===== config.mk =====
export PLATFORM = sky130hd
export DESIGN_NAME = dmem_arbiter_flat
export DESIGN_NICKNAME = d
export VERILOG_FILES = /design/src/rtl/dmem_arbiter_if.sv /design/src/rtl/dmem_arbiter.sv /design/src/flat_wrapper.sv
export SDC_FILE = /design/constraint.sdc
export NUM_CORES = 1
export LEC_CHECK = 0
export ABC_AREA = 1
export CORE_ASPECT_RATIO = 0.6
export CORE_MARGIN = 2
export CORE_UTILIZATION = 42
export CTS_CLUSTER_SIZE = 12
export DETAILED_ROUTE_END_ITERATION = 16
export PLACE_DENSITY_LB_ADDON = 0.05
export SKIP_LAST_GASP = 1
export SLEW_MARGIN = 20
export SYNTH_ARGS = -nofsm -noshare
export SYNTH_HDL_FRONTEND = slang
export SYNTH_SLANG_ARGS = --single-unit

===== constraint.sdc =====
create_clock -name clk -period 2.2 [get_ports clk]
set_clock_uncertainty 0.15 [all_clocks]
set_input_delay 0.44 -clock clk [delete_from_list [all_inputs] [get_ports clk]]
set_output_delay 0.44 -clock clk [all_outputs]
set_load 0.01 [all_outputs]

===== src/rtl/dmem_arbiter_if.sv =====
// Bundle of the two requester ports and the memory-side bus of dmem_arbiter.
// slave is the arbiter's view; master is the requesters' and memory's view.
interface dmem_arbiter_if #(
    parameter int unsigned AW = 4,
    parameter int unsigned DW = 8
);
    logic          req0;
    logic          req1;
    logic          we0;
    logic          we1;
    logic [AW-1:0] addr0;
    logic [AW-1:0] addr1;
    logic [DW-1:0] wdata0;
    logic [DW-1:0] wdata1;
    logic          ack0;
    logic          ack1;
    logic [DW-1:0] rdata0;
    logic [DW-1:0] rdata1;
    logic [1:0]    gnt;
    logic          mem_e;
    logic          mem_we;
    logic [AW-1:0] mem_addr;
    logic [DW-1:0] mem_wdata;
    logic [DW-1:0] mem_rdata;

    modport slave (
        input  req0, req1, we0, we1, addr0, addr1, wdata0, wdata1, mem_rdata,
        output ack0, ack1, rdata0, rdata1, gnt, mem_e, mem_we, mem_addr, mem_wdata
    );

    modport master (
        output req0, req1, we0, we1, addr0, addr1, wdata0, wdata1, mem_rdata,
        input  ack0, ack1, rdata0, rdata1, gnt, mem_e, mem_we, mem_addr, mem_wdata
    );
endinterface


===== src/rtl/dmem_arbiter.sv =====
// Round-robin arbiter sharing a single-ported data memory between two requesters.
// Each access takes IDLE -> ACCESS -> RESP, i.e. one access every three cycles.
module dmem_arbiter #(
    parameter int unsigned AW = 4,
    parameter int unsigned DW = 8
) (
    input  logic              clk,
    input  logic              rst,
    dmem_arbiter_if.slave     bus
);
    typedef enum logic [1:0] {
        IDLE   = 2'd0,
        ACCESS = 2'd1,
        RESP   = 2'd2
    } state_t;

    state_t        state;
    logic          last_gnt;
    logic          owner;
    logic [1:0]    gnt_q;
    logic          ack0_q;
    logic          ack1_q;
    logic [DW-1:0] rdata0_q;
    logic [DW-1:0] rdata1_q;
    logic          mem_e_q;
    logic          mem_we_q;
    logic [AW-1:0] mem_addr_q;
    logic [DW-1:0] mem_wdata_q;
    logic          win_c;

    // On a tie the port that did not complete last wins.
    always_comb begin
        win_c = bus.req1;
        if (bus.req0 && bus.req1) begin
            win_c = ~last_gnt;
        end
    end

    // The mem_* registers double as the latched command of the current access.
    always_ff @(posedge clk) begin
        if (rst) begin
            state       <= IDLE;
            last_gnt    <= 1'b1;
            owner       <= 1'b0;
            gnt_q       <= 2'b00;
            ack0_q      <= 1'b0;
            ack1_q      <= 1'b0;
            rdata0_q    <= '0;
            rdata1_q    <= '0;
            mem_e_q     <= 1'b0;
            mem_we_q    <= 1'b0;
            mem_addr_q  <= '0;
            mem_wdata_q <= '0;
        end else begin
            case (state)
                IDLE: begin
                    if (bus.req0 || bus.req1) begin
                        owner       <= win_c;
                        gnt_q       <= win_c ? 2'b10 : 2'b01;
                        mem_e_q     <= 1'b1;
                        mem_we_q    <= win_c ? bus.we1    : bus.we0;
                        mem_addr_q  <= win_c ? bus.addr1  : bus.addr0;
                        mem_wdata_q <= win_c ? bus.wdata1 : bus.wdata0;
                        state       <= ACCESS;
                    end
                end
                ACCESS: begin
                    if (!mem_we_q) begin
                        if (owner) begin
                            rdata1_q <= bus.mem_rdata;
                        end else begin
                            rdata0_q <= bus.mem_rdata;
                        end
                    end
                    ack0_q      <= ~owner;
                    ack1_q      <= owner;
                    last_gnt    <= owner;
                    mem_e_q     <= 1'b0;
                    mem_we_q    <= 1'b0;
                    mem_addr_q  <= '0;
                    mem_wdata_q <= '0;
                    state       <= RESP;
                end
                RESP: begin
                    ack0_q <= 1'b0;
                    ack1_q <= 1'b0;
                    gnt_q  <= 2'b00;
                    state  <= IDLE;
                end
                default: begin
                    state <= IDLE;
                end
            endcase
        end
    end

    assign bus.gnt       = gnt_q;
    assign bus.ack0      = ack0_q;
    assign bus.ack1      = ack1_q;
    assign bus.rdata0    = rdata0_q;
    assign bus.rdata1    = rdata1_q;
    assign bus.mem_e     = mem_e_q;
    // A reset landing in the access cycle must not commit the write.
    assign bus.mem_we    = mem_we_q & ~rst;
    assign bus.mem_addr  = mem_addr_q;
    assign bus.mem_wdata = mem_wdata_q;
endmodule

===== src/flat_wrapper.sv =====
// flat-port wrapper written by rule: the top's interface ports become plain ports
module dmem_arbiter_flat 
#(
    parameter int unsigned AW = 4,
    parameter int unsigned DW = 8
)
  (clk, rst, bus_req0, bus_req1, bus_we0, bus_we1, bus_addr0, bus_addr1, bus_wdata0, bus_wdata1, bus_mem_rdata, bus_ack0, bus_ack1, bus_rdata0, bus_rdata1, bus_gnt, bus_mem_e, bus_mem_we, bus_mem_addr, bus_mem_wdata);
  dmem_arbiter_if #(.AW(AW), .DW(DW)) bus_i ();
  input  logic clk;
  input  logic rst;
  input wire logic [$bits(bus_i.req0)-1:0] bus_req0;
  input wire logic [$bits(bus_i.req1)-1:0] bus_req1;
  input wire logic [$bits(bus_i.we0)-1:0] bus_we0;
  input wire logic [$bits(bus_i.we1)-1:0] bus_we1;
  input wire logic [$bits(bus_i.addr0)-1:0] bus_addr0;
  input wire logic [$bits(bus_i.addr1)-1:0] bus_addr1;
  input wire logic [$bits(bus_i.wdata0)-1:0] bus_wdata0;
  input wire logic [$bits(bus_i.wdata1)-1:0] bus_wdata1;
  input wire logic [$bits(bus_i.mem_rdata)-1:0] bus_mem_rdata;
  output wire logic [$bits(bus_i.ack0)-1:0] bus_ack0;
  output wire logic [$bits(bus_i.ack1)-1:0] bus_ack1;
  output wire logic [$bits(bus_i.rdata0)-1:0] bus_rdata0;
  output wire logic [$bits(bus_i.rdata1)-1:0] bus_rdata1;
  output wire logic [$bits(bus_i.gnt)-1:0] bus_gnt;
  output wire logic [$bits(bus_i.mem_e)-1:0] bus_mem_e;
  output wire logic [$bits(bus_i.mem_we)-1:0] bus_mem_we;
  output wire logic [$bits(bus_i.mem_addr)-1:0] bus_mem_addr;
  output wire logic [$bits(bus_i.mem_wdata)-1:0] bus_mem_wdata;
  assign bus_i.req0 = bus_req0;
  assign bus_i.req1 = bus_req1;
  assign bus_i.we0 = bus_we0;
  assign bus_i.we1 = bus_we1;
  assign bus_i.addr0 = bus_addr0;
  assign bus_i.addr1 = bus_addr1;
  assign bus_i.wdata0 = bus_wdata0;
  assign bus_i.wdata1 = bus_wdata1;
  assign bus_i.mem_rdata = bus_mem_rdata;
  assign bus_ack0 = bus_i.ack0;
  assign bus_ack1 = bus_i.ack1;
  assign bus_rdata0 = bus_i.rdata0;
  assign bus_rdata1 = bus_i.rdata1;
  assign bus_gnt = bus_i.gnt;
  assign bus_mem_e = bus_i.mem_e;
  assign bus_mem_we = bus_i.mem_we;
  assign bus_mem_addr = bus_i.mem_addr;
  assign bus_mem_wdata = bus_i.mem_wdata;
  dmem_arbiter #(.AW(AW), .DW(DW)) u_core (.clk(clk), .rst(rst), .bus(bus_i));
endmodule

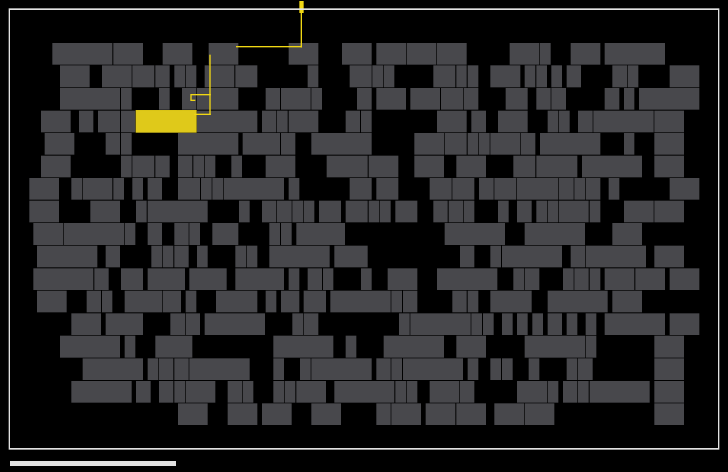
Run 1: port wiring
The bar under the picture is 20 um long.
Yellow stands for bus_mem_e, direction output, end cells 1, buffers 1, wire 24.5 um.
number of port buffers: 71
number of placed I/O pins: 72

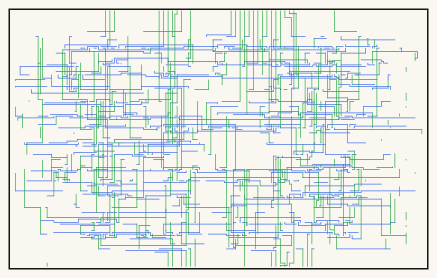
Run 1: signal wires by layer
Two of the layers only.
Blue stands for met1, wire length 2330 um. Green stands for met2, wire length 1680 um.

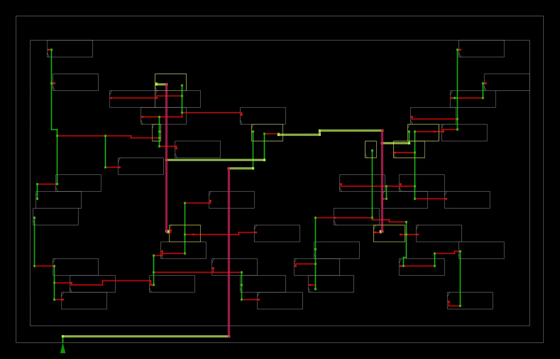
Run 1: clock nets
TritonCTS Buffers: 5
Worst-Skew Late Latency: 290 ps
Flops: 38

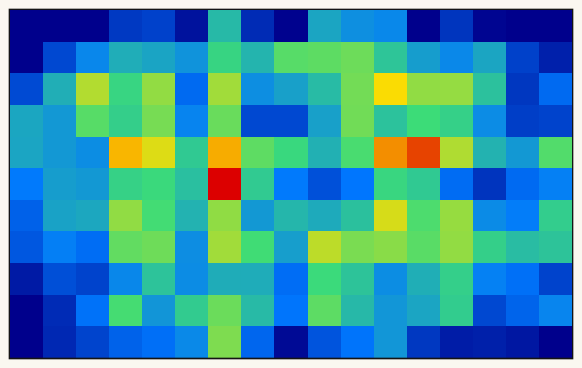
Run 1: wire density map
The die is cut into 17 by 11 equal tiles; dark blue is low, red is high, scaled to the fullest tile. Values are wire area over tile area, all layers added.
The emptiest ninth of the die: lower left. 24% of the tiles are over half the peak. The fullest tile reaches 0.44.

==> impl_metrics.ini, run 1 <==
; flow metrics
[outcome]
outcome = completed

[layout]
area_delta_synth_final_pct = 52.4
n_antenna_cell = 0
fill_cells = 318
final_nets = 343

[yosys]
yosys_area_mm2 = 0.00167
synth_area_per_cell_um2 = 7.50
synth-main-ff-cell = dfxtp_1
logic_family = simple AND/OR/NAND/NOR gates
synth-adder-area-share = 0.0374
top_cells_by_count = dfxtp_1 (38), nand2_1 (38), nor2_1 (35), inv_1 (22), o21ai_0 (22)
syn_inst = 223

[critical_path]
path_cells = inv_1 > ha_1 > inv_1 > nor3_4 > inv_1 > nor2_1 > nor2_1
cp_common_cell = inv_1
worstRegToRegCells = 7
r2r_setup_slack_ps = 380

[drt]
viasPerCell = 4.78
wl_per_cell_um = 12.6
vias = 1665
drc_errors = 0

[floorplanning]
core_region_area_mm2 = 0.00374

[clocking]
cts_resized = 0
cts_tree = yes

[final_timing]
setup_slack_ps = 376
fmax_ghz = 0.548
tightest_slew_ps = 596
drv_slew = 0

[power_and_ir_drop]
leakagePower_uw = 0.00110
power.share.switching = 0.297
power_uw = 1850

[grt]
grt_use_total = 0.209
-- run 1: power by group through the flow --
stage,logic (uW),registers (uW),clock network [uW]
floorplan,243,861,0
global placement,538,831,0
detailed placement,544,833,0
CTS,548,817,502
global route,605,827,541
finish,544,817,492
-- run 1: flip-flops by register name, indices dropped and copies added, names as in the netlist, 2 cells and up --
signal / cells
u_core.bus.mem_wdata: 8
u_core.state: 2
u_core.bus.mem_addr: 4
u_core.bus.gnt: 2
u_core.bus.rdata0: 8
u_core.bus.rdata1: 8
-- run 1: cells in the final DEF, fill, tap and decap left out --
master and count:
o21ai_0 22, nor2_2 1, o21ai_2 1, nand3b_1 12
clkbuf_1 1, inv_2 1, clkinv_2 1, clkdlybuf4s50_1 70
dfxtp_1 38, nor2_4 1, clkbuf_8 6, inv_1 22
nand3_1 15, a21oi_1 19, o21a_1 1, nand2_1 38
buf_4 8, dlymetal6s2s_1 1, ha_1 5, nand4_1 1
nor2_1 35, nor3_4 2
-- run 1: critical path: cells and delay by family (launching register included) --
kind                     cells  cell delay (ps)
AND/OR/NAND/NOR              3              490
adder cells (fa/ha/maj)      1              300
flip-flops                   1              310
buffers and inverters        3              470
-- run 1: metal layers --
layer,track usage,vias up,share of wire
met4,0.0794,0,0.015
met2,0.285,55,0.39
met1,0.312,733,0.53
met3,0.0499,8,0.066
met5,0,-,0
li1,-,869,-
-- run 1: logic make-up (layout without fill, tap and decap cells) --
logic type,Yosys count,after routing
flops,38,38
fa+ha+maj,5,5
buf+inv,32,110
compound gates,43,43
simple gates,105,105
-- run 1: cell type report --
cell class,instances,area [um^2],share of cell area
well taps,47,58.8,0.0231
inverters,23,86.3,0.0339
clock buffers,7,86.3,0.0339
flip-flops and latches,38,761,0.298
repair buffers,79,773,0.303
clock inverters,1,5.00,0.00196
multi-input cells,153,779,0.306
==> run 1 -> run 2 <==
- CORE_UTILIZATION: 42 -> 38
- clock period: 2.2 -> 1.6 ns (I/O delays scaled with it)
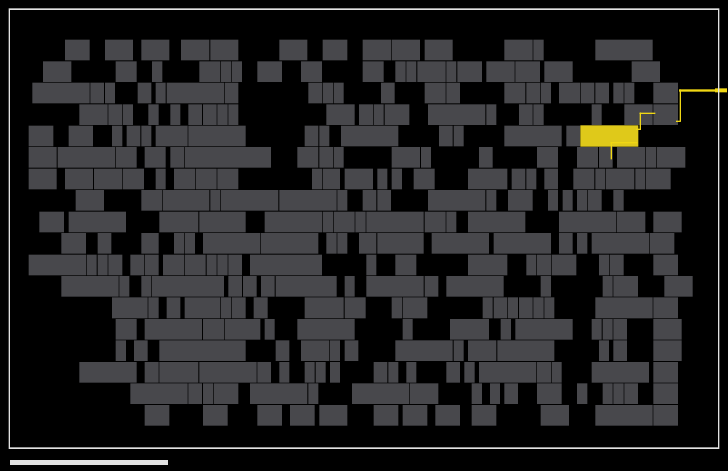
Run 2: port wiring
The bar under the picture is 20 um long.
Yellow stands for bus_mem_e, direction output, end cells 1, buffers 1, wire 18.4 um.

==> run 2 against run 1 <==
  * Critical endpoint is now u_core.state[1]
  * Area after synthesis unchanged
  * Highest routed layer unchanged
  * Global-route usage is 2.1 points lower
  * Utilization shrank 3.1 points
  * Design area increased by 6.3%
  * Critical path type is now in -> reg
  * Synthesized cell count stayed put
  * Flip-flop count did not move
  * Sequential share of layout area down 1.7 points
  * Worst setup slack worse by 330 ps
  * Sequential power rose by 37%
  * Clock-buffer cell count decreased by 1
  * Via count grew 4.2%
==> impl_metrics.ini, run 2 <==
; flow metrics
[outcome]
outcome = completed

[drt]
wl_per_cell_um = 12.4
drc_errors = 0
viasPerCell = 4.69

[layout]
comb_share = 0.301
final_nets = 352
lay_top_cells = nand2_1 (38), clkdlybuf4s50_1 (37), dfxtp_1 (37)
buffers = 88
ff_count = 38
layout.area.comb_um2 = 815
final-clk-cell-share = 0.0526
inverters = 23
logic_gate_count = 153
seq_area_frac = 0.281
area_delta_synth_final_pct = 62.0
final-nonclk-buf-share = 0.306
n_antenna_cell = 0
largestClassByArea = non-clock buffers
fill_cells = 353
layout_top_cell = nand2_1
n_clock_buffer = 6

[power_and_ir_drop]
leakagePower_uw = 0.00130

[final_timing]
drv_slew = 0
setup_slack_ps = 44.4
maxSlewHeadroom = 0.827

[critical_path]
path_cells = clkdlybuf4s50_1 > nor2_4 > nand2_1 > buf_4 > inv_1 > o21ai_0 > a21oi_1
crit_family = buffers and inverters

[floorplanning]
ios = 72
core_region_area_mm2 = 0.00417
taps = 60

[grt]
grt_use_met1 = 0.288
grt_util_met3 = 0.0538
grt_pass1_vias = 1598
grt_use_met2 = 0.251
grt_use_total = 0.188
top_usage_layer = met1

[yosys]
top_cells_by_count = dfxtp_1 (38), nand2_1 (38), nor2_1 (35), inv_1 (22), o21ai_0 (22)
yosys_area_mm2 = 0.00167
synth-main-ff-cell = dfxtp_1
synth_seq_share = 0.455
synth_area_per_cell_um2 = 7.50

[placement]
port_buffers = 71

[clocking]
cts_tree = yes
clk_latency_ps = 290
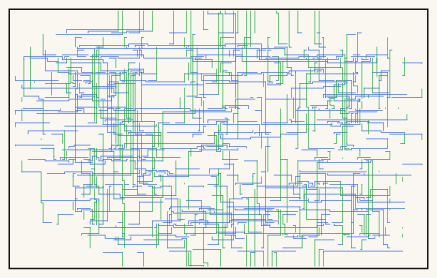
Run 2: signal wires by layer
Two of the layers only.
Green stands for met2, wire length 1850 um. Blue stands for met1, wire length 2400 um.

run 2: through the flow:
stage | util | instances | area, um^2 | total power (uW) | TNS (ps)
floorplan | - | 223 | 1670 | 1520 | 0
global placement | 0.614 | 361 | 2560 | 1940 | -6070
detailed placement | 0.614 | 361 | 2560 | 1950 | -6700
CTS | 0.640 | 369 | 2670 | 2900 | -121
global route | 0.650 | 370 | 2710 | 3100 | -49.7
finish | 0.650 | 370 | 2710 | 2930 | 0
run 2: metal layers:
metal / share of wire / wire length, um
met1: 0.52 / 2400
met2: 0.40 / 1850
met3: 0.065 / 298
met4: 0.0063 / 29
met5: 0 / 0
run 2: worst paths after layout:
| path | cells after the start | to | slack (ps) |
|---|---|---|---|
| max | 7 | u_core.state[1] | 40 |
| min | 2 | u_core.bus.mem_wdata[5] | 310 |
| max reg2reg | 7 | u_core.bus.mem_wdata[2] | 80 |
| min reg2reg | 2 | u_core.bus.mem_wdata[5] | 310 |
run 2: cell families (layout without fill, tap and decap cells):
family                     after synthesis  after routing  share of synthesized area
AOI/OAI and AO/OA                       43             43                      0.132
adders and majority gates                5              5                     0.0374
buffers and inverters                   32            119                     0.0793
DFF                                     38             38                      0.455
and+or+nand+nor                        105            105                      0.296
run 2: power breakdown:
part           leakage [uW]  switching [uW]  internal [uW]
Sequential         0.000312            59.1           1060
Combinational      0.000916             399            407
Clock             0.0000714             340            665
run 2: what timing repair did:
item / in CTS / in global routing
setup buffers: 0 / 1
setup endpoints to repair: 48 / 35
pin swaps: 0 / 1
gates resized: 35 / 9
run 2: tightest hold or removal path, cell delays in order (launching register included):
cell and delay, ps:
dfxtp_1 310, nand2_1 50, a21oi_1 50
No activity file was given, so power comes from the tool's default toggle rates.
